**config.mk**
```make
export PLATFORM = sky130hd
export DESIGN_NAME = axi_beat_aligner
export DESIGN_NICKNAME = d
export VERILOG_FILES = /design/src/rtl/uart_axi_pkg.sv /design/src/rtl/axi_strb_gen.sv /design/src/rtl/axi_beat_aligner.sv
export SDC_FILE = /design/constraint.sdc
export NUM_CORES = 1
export LEC_CHECK = 0
export CAP_MARGIN = 0
export CORE_MARGIN = 4
export CORE_UTILIZATION = 35
export CTS_CLUSTER_SIZE = 8
export DETAILED_ROUTE_END_ITERATION = 10
export SLEW_MARGIN = 20
export SYNTH_ARGS = -nofsm -noshare
export SYNTH_HDL_FRONTEND = slang
export SYNTH_SLANG_ARGS = --single-unit
```
**constraint.sdc**
```tcl
create_clock -name clk -period 3.1 [get_ports clk]
set_input_delay 0.62 -clock clk [delete_from_list [all_inputs] [get_ports clk]]
set_output_delay 0.62 -clock clk [all_outputs]
set_load 0.03 [all_outputs]
```
**src/rtl/uart_axi_pkg.sv**
```systemverilog
// rtl/uart_axi_pkg.sv - shared status codes, size enum and FSM state type for the UART-AXI bridge
package uart_axi_pkg;

   localparam logic [2:0] STATUS_OK         = 3'h0;
   localparam logic [2:0] STATUS_CMD_INV    = 3'h2;
   localparam logic [2:0] STATUS_ADDR_ALIGN = 3'h3;
   localparam logic [2:0] STATUS_BOUNDARY   = 3'h4;

   typedef enum logic [1:0] {
      SIZE_8  = 2'b00,
      SIZE_16 = 2'b01,
      SIZE_32 = 2'b10,
      SIZE_64 = 2'b11
   } size_e;

   typedef enum logic [1:0] {
      ST_IDLE  = 2'b00,
      ST_ISSUE = 2'b01,
      ST_ERR   = 2'b10
   } state_e;

   // Number of bytes moved by one beat of the given AXI SIZE encoding.
   function automatic logic [3:0] size_bytes(input logic [1:0] size);
      return 4'd1 << size;
   endfunction

endpackage

```
**src/rtl/axi_strb_gen.sv**
```systemverilog
// rtl/axi_strb_gen.sv - combinational WSTRB generator from access size and address lane bits
module axi_strb_gen #(
   parameter int NB     = 4,
   parameter int LANE_W = 2
) (
   input  logic [1:0]        size,
   input  logic [LANE_W-1:0] addr_lo,
   output logic [NB-1:0]     strb
);

   logic [NB-1:0] mask;
   int            nbytes;

   // Contiguous mask of size-bytes lanes, shifted up to the lane the address starts on.
   always_comb begin
      nbytes = 1 << size;
      mask   = '0;
      for (int i = 0; i < NB; i++) begin
         if (i < nbytes) begin
            mask[i] = 1'b1;
         end
      end
      strb = mask << addr_lo;
   end

endmodule

```
**src/rtl/axi_beat_aligner.sv**
```systemverilog
// rtl/axi_beat_aligner.sv - burst request to registered AXI4-Lite beats; optional macro AXI_BEAT_ALIGNER_BOUNDARY_CHECK_EN
module axi_beat_aligner
   import uart_axi_pkg::*;
#(
   parameter int DATA_WIDTH = 32,
   parameter int ADDR_WIDTH = 32,
   parameter int LEN_WIDTH  = 4
) (
   input  logic                    clk,
   input  logic                    rst,
   input  logic                    req_valid,
   output logic                    req_ready,
   input  logic [ADDR_WIDTH-1:0]   req_addr,
   input  logic [1:0]              req_size,
   input  logic [LEN_WIDTH-1:0]    req_len,
   input  logic                    req_inc,
   output logic                    beat_valid,
   input  logic                    beat_ready,
   output logic [ADDR_WIDTH-1:0]   beat_addr,
   output logic [DATA_WIDTH/8-1:0] beat_wstrb,
   output logic [LEN_WIDTH-1:0]    beat_idx,
   output logic                    beat_last,
   output logic                    err_valid,
   output logic [2:0]              err_status,
   output logic                    busy
);

   localparam int unsigned NB     = DATA_WIDTH / 8;
   localparam int          LANE_W = $clog2(NB);

   state_e                 state;
   size_e                  size_q;
   logic [LEN_WIDTH-1:0]   len_q;
   logic                   inc_q;

   logic [3:0]             req_bytes;
   logic                   cmd_inv;
   logic                   addr_misalign;
   logic                   page_cross;
   logic [2:0]             req_status;

   logic [ADDR_WIDTH-1:0]  adv_addr;
   logic [LEN_WIDTH-1:0]   adv_idx;
   logic [1:0]             strb_size;
   logic [LANE_W-1:0]      strb_lane;
   logic [NB-1:0]          strb_next;

   // Validate the offered request; the first failing check in priority order wins.
   always_comb begin
      req_bytes     = size_bytes(req_size);
      cmd_inv       = 32'(req_bytes) > NB;
      addr_misalign = (req_addr[3:0] & (req_bytes - 4'd1)) != 4'd0;
      if (cmd_inv) begin
         req_status = STATUS_CMD_INV;
      end else if (addr_misalign) begin
         req_status = STATUS_ADDR_ALIGN;
      end else if (page_cross) begin
         req_status = STATUS_BOUNDARY;
      end else begin
         req_status = STATUS_OK;
      end
   end

`ifdef AXI_BEAT_ALIGNER_BOUNDARY_CHECK_EN
   logic [ADDR_WIDTH-1:0] last_addr;

   // An incrementing burst is rejected when its final beat lands on a different 4 KB page.
   always_comb begin
      last_addr  = req_addr + (ADDR_WIDTH'(req_len) << req_size);
      page_cross = req_inc && (last_addr[ADDR_WIDTH-1:12] != req_addr[ADDR_WIDTH-1:12]);
   end
`else
   assign page_cross = 1'b0;
`endif

   // Next-beat address/index, and strobe source: the request itself in IDLE, the advanced beat otherwise.
   always_comb begin
      adv_addr  = inc_q ? beat_addr + ADDR_WIDTH'(size_bytes(size_q)) : beat_addr;
      adv_idx   = beat_idx + LEN_WIDTH'(1);
      strb_size = (state == ST_IDLE) ? req_size : size_q;
      strb_lane = (state == ST_IDLE) ? req_addr[LANE_W-1:0] : adv_addr[LANE_W-1:0];
   end

   axi_strb_gen #(
      .NB     (NB),
      .LANE_W (LANE_W)
   ) u_strb_gen (
      .size    (strb_size),
      .addr_lo (strb_lane),
      .strb    (strb_next)
   );

   // Request/issue/error FSM; every output is a register updated here.
   always_ff @(posedge clk) begin
      if (rst) begin
         state      <= ST_IDLE;
         size_q     <= SIZE_8;
         len_q      <= '0;
         inc_q      <= 1'b0;
         req_ready  <= 1'b1;
         beat_valid <= 1'b0;
         beat_addr  <= '0;
         beat_wstrb <= '0;
         beat_idx   <= '0;
         beat_last  <= 1'b0;
         err_valid  <= 1'b0;
         err_status <= STATUS_OK;
         busy       <= 1'b0;
      end else begin
         err_valid <= 1'b0;
         case (state)
            ST_IDLE: begin
               if (req_valid) begin
                  req_ready <= 1'b0;
                  busy      <= 1'b1;
                  if (req_status != STATUS_OK) begin
                     state      <= ST_ERR;
                     err_valid  <= 1'b1;
                     err_status <= req_status;
                  end else begin
                     state      <= ST_ISSUE;
                     size_q     <= size_e'(req_size);
                     len_q      <= req_len;
                     inc_q      <= req_inc;
                     beat_valid <= 1'b1;
                     beat_addr  <= req_addr;
                     beat_wstrb <= strb_next;
                     beat_idx   <= '0;
                     beat_last  <= (req_len == '0);
                  end
               end
            end
            ST_ISSUE: begin
               if (beat_ready) begin
                  if (beat_last) begin
                     state      <= ST_IDLE;
                     beat_valid <= 1'b0;
                     req_ready  <= 1'b1;
                     busy       <= 1'b0;
                  end else begin
                     beat_addr  <= adv_addr;
                     beat_wstrb <= strb_next;
                     beat_idx   <= adv_idx;
                     beat_last  <= (adv_idx == len_q);
                  end
               end
            end
            ST_ERR: begin
               state     <= ST_IDLE;
               req_ready <= 1'b1;
               busy      <= 1'b0;
            end
            default: begin
               state     <= ST_IDLE;
               req_ready <= 1'b1;
               busy      <= 1'b0;
            end
         endcase
      end
   end

endmodule

```
**Pin placement**

Pins as bars across the die edge, other pins in grey.
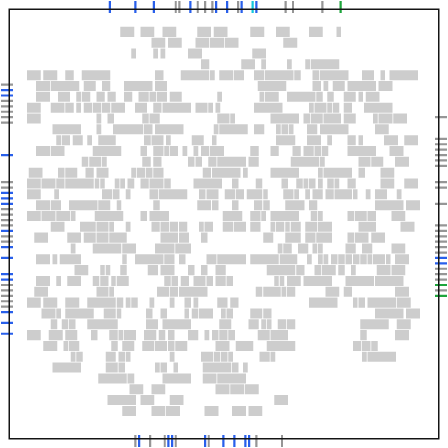
[green] err_status | pins: 3 | direction: output | edge: 2 right, 1 top
[blue] req_addr | pins: 32 | direction: input | edge: 14 left, 8 bottom, 8 top, 2 right
[cyan] req_inc | pins: 1 | direction: input | edge: top
all pins by edge: 33 left, 24 right, 19 top, 15 bottom
Die Ht: 107 µm
Die Wd: 107 µm
port bufs: 89

==> flow_metrics.env <==
# physical design summary
export IMPL_synthArstFlopShare=0
export IMPL_yosys_register_bits=56
export IMPL_hold_path_class="reg2reg"
export IMPL_ys_chip_area_um2=3460
export IMPL_worst_pin_slew_ns=0.648
export IMPL_synth_net_count=492
export IMPL_synth_most_common_cell="dfxtp_1"
export IMPL_hold_viol_final=0
export IMPL_cts_tree="done"
export IMPL_ys_cells=443
export IMPL_power_mw=1.70
export IMPL_syn_cell_area_um2=3460
export IMPL_grt_max_degree=37
export IMPL_worst_path_most_repeated_cell="a21oi_1"
export IMPL_layout_drive_gt1_share=0.0672
export IMPL_ys_flop_type="dfxtp_1"
export IMPL_floorplan_core_util=0.358
export IMPL_chipArea_um2=11600
export IMPL_status="completed"
export IMPL_maxSlewHeadroom=0.566
export IMPL_edf_count=0
export IMPL_top_cells_by_count="dfxtp_1 (56), nand2_1 (51), nor2_1 (40)"
export IMPL_grt_pass1_wl_um=18600
export IMPL_fin_crit_ns=2.71
export IMPL_log_warning_count=26
export IMPL_synthCells=443
export IMPL_maxCapViolCount=0
**Clock distribution**

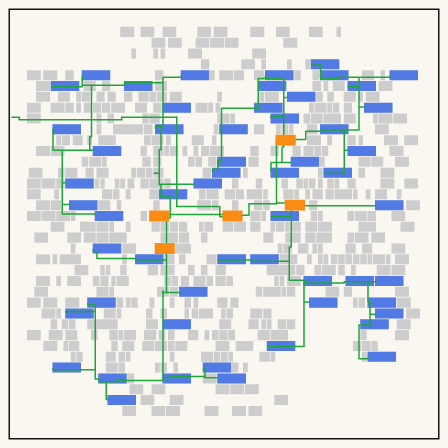
[green] clock wires | length: 728 µm
[orange] cells driving clock nets | count: 5
[blue] flip-flops | count: 56
routed clock nets: 6
clock power share: 0.248
Clock Power: 0.421 mW
worst skew pair latency: 0.31 ns

power breakdown:
part	internal, mW	switching (mW)	total, mW
logic	0.204	0.246	0.449
clock network	0.161	0.259	0.421
registers	0.764	0.0628	0.826
total	1.13	0.568	1.70
state kept, by name, indices dropped and copies added (netlist names):
| name | flops |
|---|---|
| beat_addr | 32 |
| beat_idx | 4 |
| beat_wstrb | 4 |
| len_q | 4 |
| err_status | 2 |
| size_q | 2 |
| state | 2 |
| beat_last | 1 |
| beat_valid | 1 |
| busy | 1 |
| err_valid | 1 |
| inc_q | 1 |
| req_ready | 1 |
through the flow:
stage               hold slack [ns]  cell area, µm²  instances  setup slack [ns]   util
CTS                           0.472            4560        654             0.412  0.471
finish                        0.469            4560        654             0.389  0.471
floorplan                     0.473            3460        443             0.626      -
global placement              0.449            4470        646             0.269  0.462
detailed placement            0.454            4470        646             0.226  0.462
global route                  0.491            4560        654             0.225  0.471
cell type report:
cell class	count	area (µm²)
fill	980	5120
multi-input combinational	342	2150
sequential	56	1120
timing repair buffer	100	973
tap	133	166
clock buffer	5	68.8
inverter	15	56.3
clock inverter	3	23.8
layout by cell type (no fill, tap or decap), types with 11 or more instances in the layout:
cell type and n:
clkdlybuf4s50_1 89, buf_4 11, nand3_1 22, nor3_1 14, inv_1 15, nand2_1 51, nor2_1 40, o21ai_0 13
dfxtp_1 56, a21oi_1 34
worst register-to-register path, stage by stage, from the launching register on:
cell	delay [ns]
dfxtp_1	0.37
nor2_1	0.13
ha_1	0.19
inv_1	0.06
fa_1	0.38
nand2b_1	0.25
a21oi_1	0.51
nand3_1	0.20
or4_1	0.43
a21oi_1	0.13
metal layers:
metal | GRT usage | up-vias | routed length, µm
li1 | - | 1796 | -
met5 | 0 | - | 0
met1 | 0.266 | 1773 | 5070
met3 | 0.0318 | 4 | 747
met4 | 0.0243 | 0 | 33
met2 | 0.336 | 151 | 5500
cell families (layout without fill, tap and decap cells):
kind of cell | after synthesis | count (layout) | synth area share
simple gates | 187 | 187 | 0.283
compound gates | 127 | 127 | 0.255
flops | 56 | 56 | 0.324
buf+inv | 45 | 123 | 0.0549
mux | 12 | 12 | 0.0358
xor+xnor | 9 | 9 | 0.0228
fa+ha+maj | 6 | 6 | 0.0238
other cells | 1 | 1 | 0.00108
final timing paths:
path	from	endpoint	cells after the start
setup / recovery	size_q[1]$_SDFFE_PP0P_	beat_addr[26]$_SDFFE_PP0P_	9
hold / removal	beat_wstrb[1]$_SDFFE_PP0P_	beat_wstrb[1]$_SDFFE_PP0P_	2
setup reg to reg	size_q[1]$_SDFFE_PP0P_	beat_addr[26]$_SDFFE_PP0P_	9
hold reg to reg	beat_wstrb[1]$_SDFFE_PP0P_	beat_wstrb[1]$_SDFFE_PP0P_	2
Power figures rest on the tool's default switching activity, not on a simulated workload.
